$ cat src/rtl/pwm_ramp_ctrl.sv
// -----------------------------------------------------------------------------
// pwm_ramp_ctrl
//
// Duty-cycle sequencer between the duty switches and the CCR stage. It moves
// the 7-bit compare value toward a switch-selected target in fixed steps. The
// steps happen only at PWM period boundaries, so the motor gets a soft start
// and a soft stop. BRAKE forces an immediate stop.
//
// Parameters:
//   STEP              duty change per ramp step (1..127)
//   PERIODS_PER_STEP  PWM periods between ramp steps (1..255)
//   KICK_PERIODS      full-duty periods of the kickstart (1..255)
//
// Ports:
//   CLK        system clock, shared with the PWM timer
//   RST        synchronous, active-high reset
//   EN         run request; low ramps duty softly down to 0
//   BRAKE      immediate stop; overrides everything except RST
//   TARGET     requested duty (switches), sampled only on period ticks
//   E          period strobe from the timer (high while its count is 0)
//   DUTY       registered compare value for the CCR stage
//   BUSY       registered; high while kicking or ramping
//   AT_TARGET  registered; DUTY equals the latched target
//
// Build option:
//   RAMP_KICKSTART_EN  when defined, adds a KICK state. Leaving IDLE then
//                      holds full duty for KICK_PERIODS periods before the
//                      normal ramp starts.
// -----------------------------------------------------------------------------
module pwm_ramp_ctrl #(
  parameter int STEP             = 1,
  parameter int PERIODS_PER_STEP = 4,
  parameter int KICK_PERIODS     = 2
) (
  input  logic       CLK,
  input  logic       RST,
  input  logic       EN,
  input  logic       BRAKE,
  input  logic [6:0] TARGET,
  input  logic       E,
  output logic [6:0] DUTY,
  output logic       BUSY,
  output logic       AT_TARGET
);

  // One period counter serves both the ramp pacing and the kick length.
  // It is therefore sized for the longer of the two.
  localparam int MAX_PERIODS = (PERIODS_PER_STEP > KICK_PERIODS) ?
                               PERIODS_PER_STEP : KICK_PERIODS;
  localparam int CNT_W       = (MAX_PERIODS > 1) ? $clog2(MAX_PERIODS) : 1;

  localparam logic [7:0]       STEP_W    = 8'(STEP);
  localparam logic [CNT_W-1:0] STEP_LAST = CNT_W'(PERIODS_PER_STEP - 1);
  localparam logic [CNT_W-1:0] CNT_ONE   = CNT_W'(1);
`ifdef RAMP_KICKSTART_EN
  localparam logic [CNT_W-1:0] KICK_LAST = CNT_W'(KICK_PERIODS - 1);
`endif

  typedef enum logic [2:0] {
    S_IDLE      = 3'd0,
    S_RAMP_UP   = 3'd1,
    S_RAMP_DOWN = 3'd2,
`ifdef RAMP_KICKSTART_EN
    S_HOLD      = 3'd3,
    S_KICK      = 3'd4
`else
    S_HOLD      = 3'd3
`endif
  } state_t;

  state_t           state_q, state_d;
  logic [6:0]       duty_q, duty_d;
  logic [6:0]       tgt_q, tgt_d;
  logic [CNT_W-1:0] cnt_q, cnt_d;
  logic             busy_q, busy_d;
  logic             at_target_q, at_target_d;
  logic             e_q;

  logic       tick;
  logic [6:0] eff_tgt;
  logic [7:0] up_sum;
  logic [6:0] up_val;
  logic [7:0] dn_diff;
  logic [6:0] dn_val;
  logic [6:0] first_val;

  // Rising edge of the period strobe gives exactly one tick per PWM period.
  assign tick    = E & ~e_q;
  assign eff_tgt = EN ? TARGET : 7'd0;

  // The up step is computed 8 bits wide so a step past 127 saturates at the
  // target instead of wrapping.
  assign up_sum    = {1'b0, duty_q} + STEP_W;
  assign up_val    = (up_sum >= {1'b0, eff_tgt}) ? eff_tgt : up_sum[6:0];
  // The down step is only used while duty_q > eff_tgt, so dn_diff is positive.
  assign dn_diff   = {1'b0, duty_q} - {1'b0, eff_tgt};
  assign dn_val    = (dn_diff <= STEP_W) ? eff_tgt : (duty_q - STEP_W[6:0]);
  // This is the first step out of IDLE or KICK, i.e. min(STEP, target).
  assign first_val = (STEP_W >= {1'b0, eff_tgt}) ? eff_tgt : STEP_W[6:0];

  always_comb begin
    // NOTE: every signal assigned in this block gets a hold default first.
    // A branch that forgets it then keeps the old value instead of
    // inferring a latch.
    state_d = state_q;
    duty_d  = duty_q;
    tgt_d   = tgt_q;
    cnt_d   = cnt_q;

    if (BRAKE) begin
      state_d = S_IDLE;
      duty_d  = 7'd0;
      tgt_d   = 7'd0;
      cnt_d   = '0;
    end else if (tick) begin
      tgt_d = eff_tgt;
      unique case (state_q)
        S_IDLE: begin
          if (eff_tgt != 7'd0) begin
            cnt_d = '0;
`ifdef RAMP_KICKSTART_EN
            state_d = S_KICK;
            duty_d  = 7'h7f;
`else
            // The entry tick already applies the first step.
            duty_d  = first_val;
            state_d = (first_val == eff_tgt) ? S_HOLD : S_RAMP_UP;
`endif
          end
        end

        S_RAMP_UP: begin
          if (eff_tgt < duty_q) begin
            // The target crossed below the duty: reverse, no step this tick.
            state_d = S_RAMP_DOWN;
            cnt_d   = '0;
          end else if (eff_tgt == duty_q) begin
            state_d = (eff_tgt == 7'd0) ? S_IDLE : S_HOLD;
            cnt_d   = '0;
          end else if (cnt_q == STEP_LAST) begin
            duty_d = up_val;
            cnt_d  = '0;
            if (up_val == eff_tgt) state_d = S_HOLD;
          end else begin
            cnt_d = cnt_q + CNT_ONE;
          end
        end

        S_RAMP_DOWN: begin
          if (eff_tgt > duty_q) begin
            state_d = S_RAMP_UP;
            cnt_d   = '0;
          end else if (eff_tgt == duty_q) begin
            state_d = (eff_tgt == 7'd0) ? S_IDLE : S_HOLD;
            cnt_d   = '0;
          end else if (cnt_q == STEP_LAST) begin
            duty_d = dn_val;
            cnt_d  = '0;
            if (dn_val == eff_tgt) state_d = (eff_tgt == 7'd0) ? S_IDLE : S_HOLD;
          end else begin
            cnt_d = cnt_q + CNT_ONE;
          end
        end

        S_HOLD: begin
          if (eff_tgt > duty_q) begin
            state_d = S_RAMP_UP;
            cnt_d   = '0;
          end else if (eff_tgt < duty_q) begin
            state_d = S_RAMP_DOWN;
            cnt_d   = '0;
          end
        end

`ifdef RAMP_KICKSTART_EN
        S_KICK: begin
          if (eff_tgt == 7'd0) begin
            // A stop request during the kick ramps down from full duty.
            state_d = S_RAMP_DOWN;
            cnt_d   = '0;
          end else if (cnt_q == KICK_LAST) begin
            duty_d  = first_val;
            cnt_d   = '0;
            state_d = (first_val == eff_tgt) ? S_HOLD : S_RAMP_UP;
          end else begin
            cnt_d = cnt_q + CNT_ONE;
          end
        end
`endif

        default: begin
          state_d = S_IDLE;
          duty_d  = 7'd0;
          cnt_d   = '0;
        end
      endcase
    end

    // BUSY and AT_TARGET are registered from the next-state values, so they
    // change in the same cycle as DUTY.
    busy_d = (state_d == S_RAMP_UP) || (state_d == S_RAMP_DOWN);
`ifdef RAMP_KICKSTART_EN
    busy_d = busy_d || (state_d == S_KICK);
`endif
    at_target_d = (duty_d == tgt_d);
  end

  always_ff @(posedge CLK) begin
    // NOTE: state registers use non-blocking assignments only. Every flop
    // then samples its pre-edge inputs, whatever order the simulator runs
    // the blocks in.
    if (RST) begin
      state_q     <= S_IDLE;
      duty_q      <= 7'd0;
      tgt_q       <= 7'd0;
      cnt_q       <= '0;
      busy_q      <= 1'b0;
      at_target_q <= 1'b1;
      // Clearing e_q means an E held high through reset release ticks.
      e_q         <= 1'b0;
    end else begin
      state_q     <= state_d;
      duty_q      <= duty_d;
      tgt_q       <= tgt_d;
      cnt_q       <= cnt_d;
      busy_q      <= busy_d;
      at_target_q <= at_target_d;
      e_q         <= E;
    end
  end

  assign DUTY      = duty_q;
  assign BUSY      = busy_q;
  assign AT_TARGET = at_target_q;

endmodule

$ cat config.mk
export PLATFORM = sky130hd
export DESIGN_NAME = pwm_ramp_ctrl
export DESIGN_NICKNAME = d
export VERILOG_FILES = /design/src/rtl/pwm_ramp_ctrl.sv
export SDC_FILE = /design/constraint.sdc
export NUM_CORES = 1
export LEC_CHECK = 0
export CAP_MARGIN = 20
export CORE_UTILIZATION = 43
export DETAILED_ROUTE_END_ITERATION = 10
export SYNTH_ARGS = -nofsm -noshare
export SYNTH_HDL_FRONTEND = slang
export SYNTH_SLANG_ARGS = --single-unit
$ cat constraint.sdc
create_clock -name CLK -period 4.43 [get_ports CLK]
set_clock_uncertainty 0.15 [all_clocks]
set_input_delay 0.443 -clock CLK [delete_from_list [all_inputs] [get_ports CLK]]
set_output_delay 0.443 -clock CLK [all_outputs]
set_load 0.1 [all_outputs]
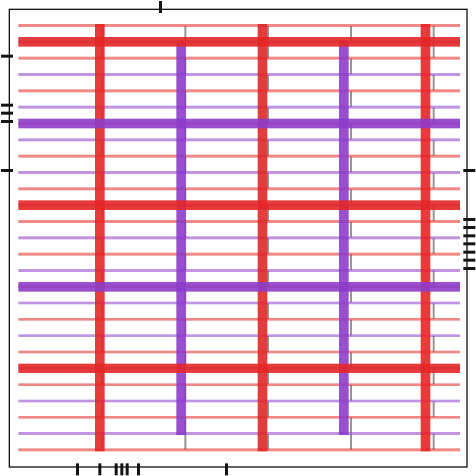
Fig. 1. Power grid.
Drawn at 6 px/um. Pins as bars on the die edge. Tap cells in grey.
[VDD] purple
[VSS] red
signal pins: 21
rows: 26
tap cells: 70
met1 rails: 27

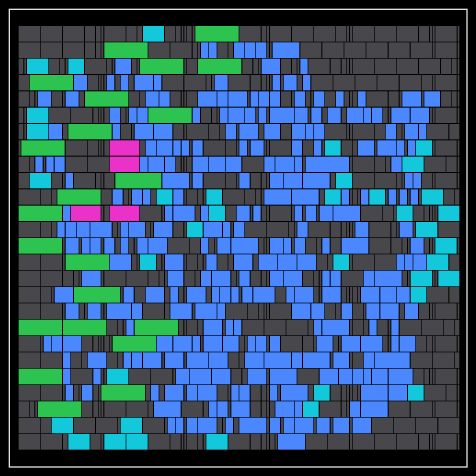
Fig. 2. Cell classes on the final placement.
Drawn at 6 px/um. Fill, decap, tap and diode cells in grey.
[remaining buffers and delay cells] cyan | cells: 37 | share of their area: 12%
[registers] green | cells: 22 | share of their area: 17%
[remaining logic cells] blue | cells: 285 | share of their area: 69%
[clock drivers and dummy loads] magenta | cells: 4 | share of their area: 2.1%

==> impl_metrics.env <==
# implementation run metrics
export IMPL_finalWeightedCongestion=0.894
export IMPL_overall_via_count_from_detail_route=2453
export IMPL_grt_start_max_net_pins=22
export IMPL_floorplan_io_pins=21
export IMPL_timing_critical_path_required_ns=4.48
export IMPL_synth_lib_cells_used_distinct=57
export IMPL_met2_wirelength_mm=3.10
export IMPL_die_size_x_um=76.0
export IMPL_layout_top_cells="sky130_fd_sc_hd__nor2_1 (49), sky130_fd_sc_hd__a21oi_1 (34), sky130_fd_sc_hd__nand2_1 (23)"
export IMPL_swShare_pct=30.3
export IMPL_maxClockFrequency_mhz=238
export IMPL_placed_cells_incl_taps=414
export IMPL_worst_ep_arrival_time_ns=4.25
export IMPL_postSynthRegisterBits=22
export IMPL_fin_tns_setup_ns=0
export IMPL_detail_route_drc_violations=0
export IMPL_post_cts_hold_buffer_count=0
export IMPL_internal_power_w=0.000336
export IMPL_dr_first_iter_drc_count=244
export IMPL_synth_cells=325
export IMPL_pwr_share_comb_pct=28.8
export IMPL_top_cell_area_share_pct=18.7
export IMPL_cts_buffers=3
export IMPL_core_box_area_sq_um=5200
export IMPL_cts_tree="done"
export IMPL_chipHeight_um=76.0
export IMPL_row_count=26
export IMPL_synth_seq_share_pct=18.7
export IMPL_route_top_layer_used="met4"
export IMPL_setup_worst_path_end_class="flop"
export IMPL_hold_violations_final=0
export IMPL_synth_edff_count=0
export IMPL_syn_area_sq_um=2360
export IMPL_worst_slew_pin_slew_ns=0.977
export IMPL_cts_root_buffer="sky130_fd_sc_hd__clkbuf_8"
export IMPL_worst_setup_start_kind="primary input"
export IMPL_post_route_period_util_pct=94.7
export IMPL_synth_avg_cell_area_sq_um=7.25
export IMPL_routed_wl_met3_um=363
export IMPL_synthDominantAreaCellType="sky130_fd_sc_hd__dfxtp_1"
export IMPL_initial_antenna_violation_count=0
export IMPL_post_dp_cell_area_sq_um=2710
export IMPL_worstSetupPathType="primary input to flop"
export IMPL_dominant_flop_cell="sky130_fd_sc_hd__dfxtp_1"
export IMPL_routed_wirelength_mm=6.75
export IMPL_final_design_area_no_fill_sq_um=2760
export IMPL_synthesis_yosys_warnings=0
export IMPL_report_power_total_w=0.000482
export IMPL_area_leaders="sky130_fd_sc_hd__dfxtp_1 (19%), sky130_fd_sc_hd__ha_1 (9.6%), sky130_fd_sc_hd__nor2_1 (7.8%)"
export IMPL_timing_critical_path_fanout_max=6
export IMPL_gr_total_overflow=0
export IMPL_clk_transition_reported_paths_ns=0.08
export IMPL_detail_route_antenna_nets=0
export IMPL_most_common_cell="sky130_fd_sc_hd__nor2_1"
export IMPL_setup_viol_count_final=0
export IMPL_run_status="finished clean"
export IMPL_postSynthNetCount=356
export IMPL_cts_num_sinks=22
export IMPL_number_of_iterations_in_the_first_detailed_routing_pass=4
export IMPL_cts_htree_levels=1
export IMPL_fillers=546
export IMPL_slew_headroom_pct=34.7
export IMPL_stage_log_warnings=29
export IMPL_grt_total_usage_pct=23.4
export IMPL_final_layout_size_suffix_gt1_share_pct=9.48
export IMPL_synth_chip_area_sq_um=2360
export IMPL_seq_power_share_pct=42.1
export IMPL_cts_resized=0
export IMPL_mostFrequentLayoutCell="sky130_fd_sc_hd__nor2_1"
export IMPL_numPortBuffers=20
export IMPL_grt_pass1_wl_mm=11.1
export IMPL_final_instance_count_excl_fill=418
export IMPL_dieArea_sq_um=5780
export IMPL_drv_cap=0
export IMPL_detailed_place_hpwl_mm=5.32
export IMPL_yosysCellCount=325
export IMPL_vdd_ir_drop_worst_uv=308
export IMPL_leakagePower_nw=1.04
export IMPL_final_core_utilization_pct=53.1
export IMPL_wirelength_met1_mm=3.22
export IMPL_floorplan_initialDensity_pct=45.3
export IMPL_worst_hold_class="flop to flop"
export IMPL_area_delta_synth_final_pct=17.1
export IMPL_finish_net_count=380
export IMPL_finalCriticalPeriod_ns=4.20
export IMPL_synth_async_sr_flop_share_pct=0
export IMPL_antenna_diode_count=0
export IMPL_via_count_of_the_first_global_routing_pass=2224
export IMPL_route_detailed_vias_per_inst=5.87
export IMPL_synthTopCellsByCount="sky130_fd_sc_hd__nor2_1 (49), sky130_fd_sc_hd__a21oi_1 (34), sky130_fd_sc_hd__nand2_1 (23)"
export IMPL_clock_path_buffers=2
export IMPL_slew_violations=0
export IMPL_netSwitchingPower_w=0.000146
export IMPL_cts_setup_buffers=0
export IMPL_grt_setup_unrepaired="false"
export IMPL_post_drt_wl_per_cell_um=16.2
export IMPL_power_per_cell_area_nw_per_um2=175
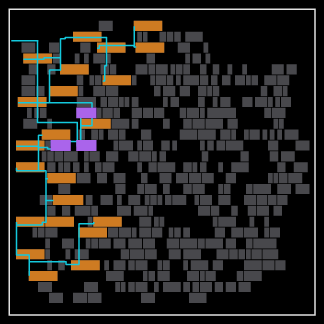
Fig. 3. Clock wires, drivers and flops.
Drawn at 4 px/um.
[clock wires] cyan | length: 257 um
[clock-net drivers] purple | count: 3
[flip-flops] orange | count: 22
routed clock nets: 4
clock distribution power: 0.000140 W
share of total power in the clock network: 29.1%
Latency at later pin: 0.26 ns

power by group through the flow:
stage,sequential [W],combinational [W],clock (W)
global placement,0.000208,0.000136,0
CTS,0.000203,0.000138,0.000143
detailed placement,0.000208,0.000137,0
finish,0.000203,0.000139,0.000140
floorplan,0.000216,0.0000825,0
global route,0.000203,0.000152,0.000153
flip-flops by register name (all words and copies together), names as in the netlist:
register	cells
cnt_q	2
BUSY	1
DUTY	7
AT_TARGET	1
e_q	1
tgt_q	7
state_q	3
cell families (layout without fill, tap and decap cells):
group                    count (synthesis)  in the layout  synth area share, %
buffers and inverters                   29             52                 4.67
adder cells (fa/ha/maj)                 19             19                 10.4
AND/OR/NAND/NOR                        133            133                 27.5
flip-flops                              22             22                 18.7
multiplexers                             8              8                 3.50
AND-OR/OR-AND                           87             87                 25.2
XOR/XNOR                                27             27                 10.0
metal layers:
layer	vias to the layer above	GRT usage [%]
met5	-	0
met2	72	38.5
met3	8	2.51
li1	1219	-
met1	1154	33.2
met4	0	4.23
cell type report:
cell class | count | area, sq um | share of cell area (%)
sequential | 22 | 443 | 16.0
timing repair buffer | 37 | 328 | 11.9
multi-input combinational | 274 | 1810 | 65.4
clock buffer | 4 | 55.1 | 1.99
tap | 70 | 87.6 | 3.17
inverter | 11 | 41.3 | 1.50
worst max-delay path, cell delays in order:
cell and delay (ns):
sky130_fd_sc_hd__clkdlybuf4s50_1 0.48, sky130_fd_sc_hd__nand2_1 0.13, sky130_fd_sc_hd__inv_1 0.06, sky130_fd_sc_hd__ha_1 0.21
sky130_fd_sc_hd__fa_1 0.42, sky130_fd_sc_hd__nand2b_1 0.19, sky130_fd_sc_hd__a21oi_2 0.17, sky130_fd_sc_hd__xnor2_1 0.08
sky130_fd_sc_hd__or4_4 0.52, sky130_fd_sc_hd__a21oi_4 0.28, sky130_fd_sc_hd__mux2i_1 0.28, sky130_fd_sc_hd__o2bb2ai_1 0.17
sky130_fd_sc_hd__mux2_2 0.35, sky130_fd_sc_hd__nor4_1 0.26, sky130_fd_sc_hd__a31o_1 0.19
path summary, 6_finish.rpt:
| check | startpoint | to | slack [ns] | cells past startpoint |
|---|---|---|---|---|
| setup reg to reg | DUTY[1] | AT_TARGET | 0.53 | 15 |
| setup / recovery | EN | AT_TARGET | 0.23 | 15 |
| hold reg to reg | tgt_q[2] | tgt_q[2] | 0.33 | 2 |
| hold / removal | tgt_q[2] | tgt_q[2] | 0.33 | 2 |
stage by stage:
stage	hold slack [ns]	worst slack (ns)
final	0.327	0.235
after global routing	0.355	0.00741
after CTS	0.333	0.283
after detailed placement	0.315	0.0433
after global placement	0.306	0.134
after floorplan	0.297	0.0803
Power figures rest on the tool's default switching activity, not on a simulated workload.
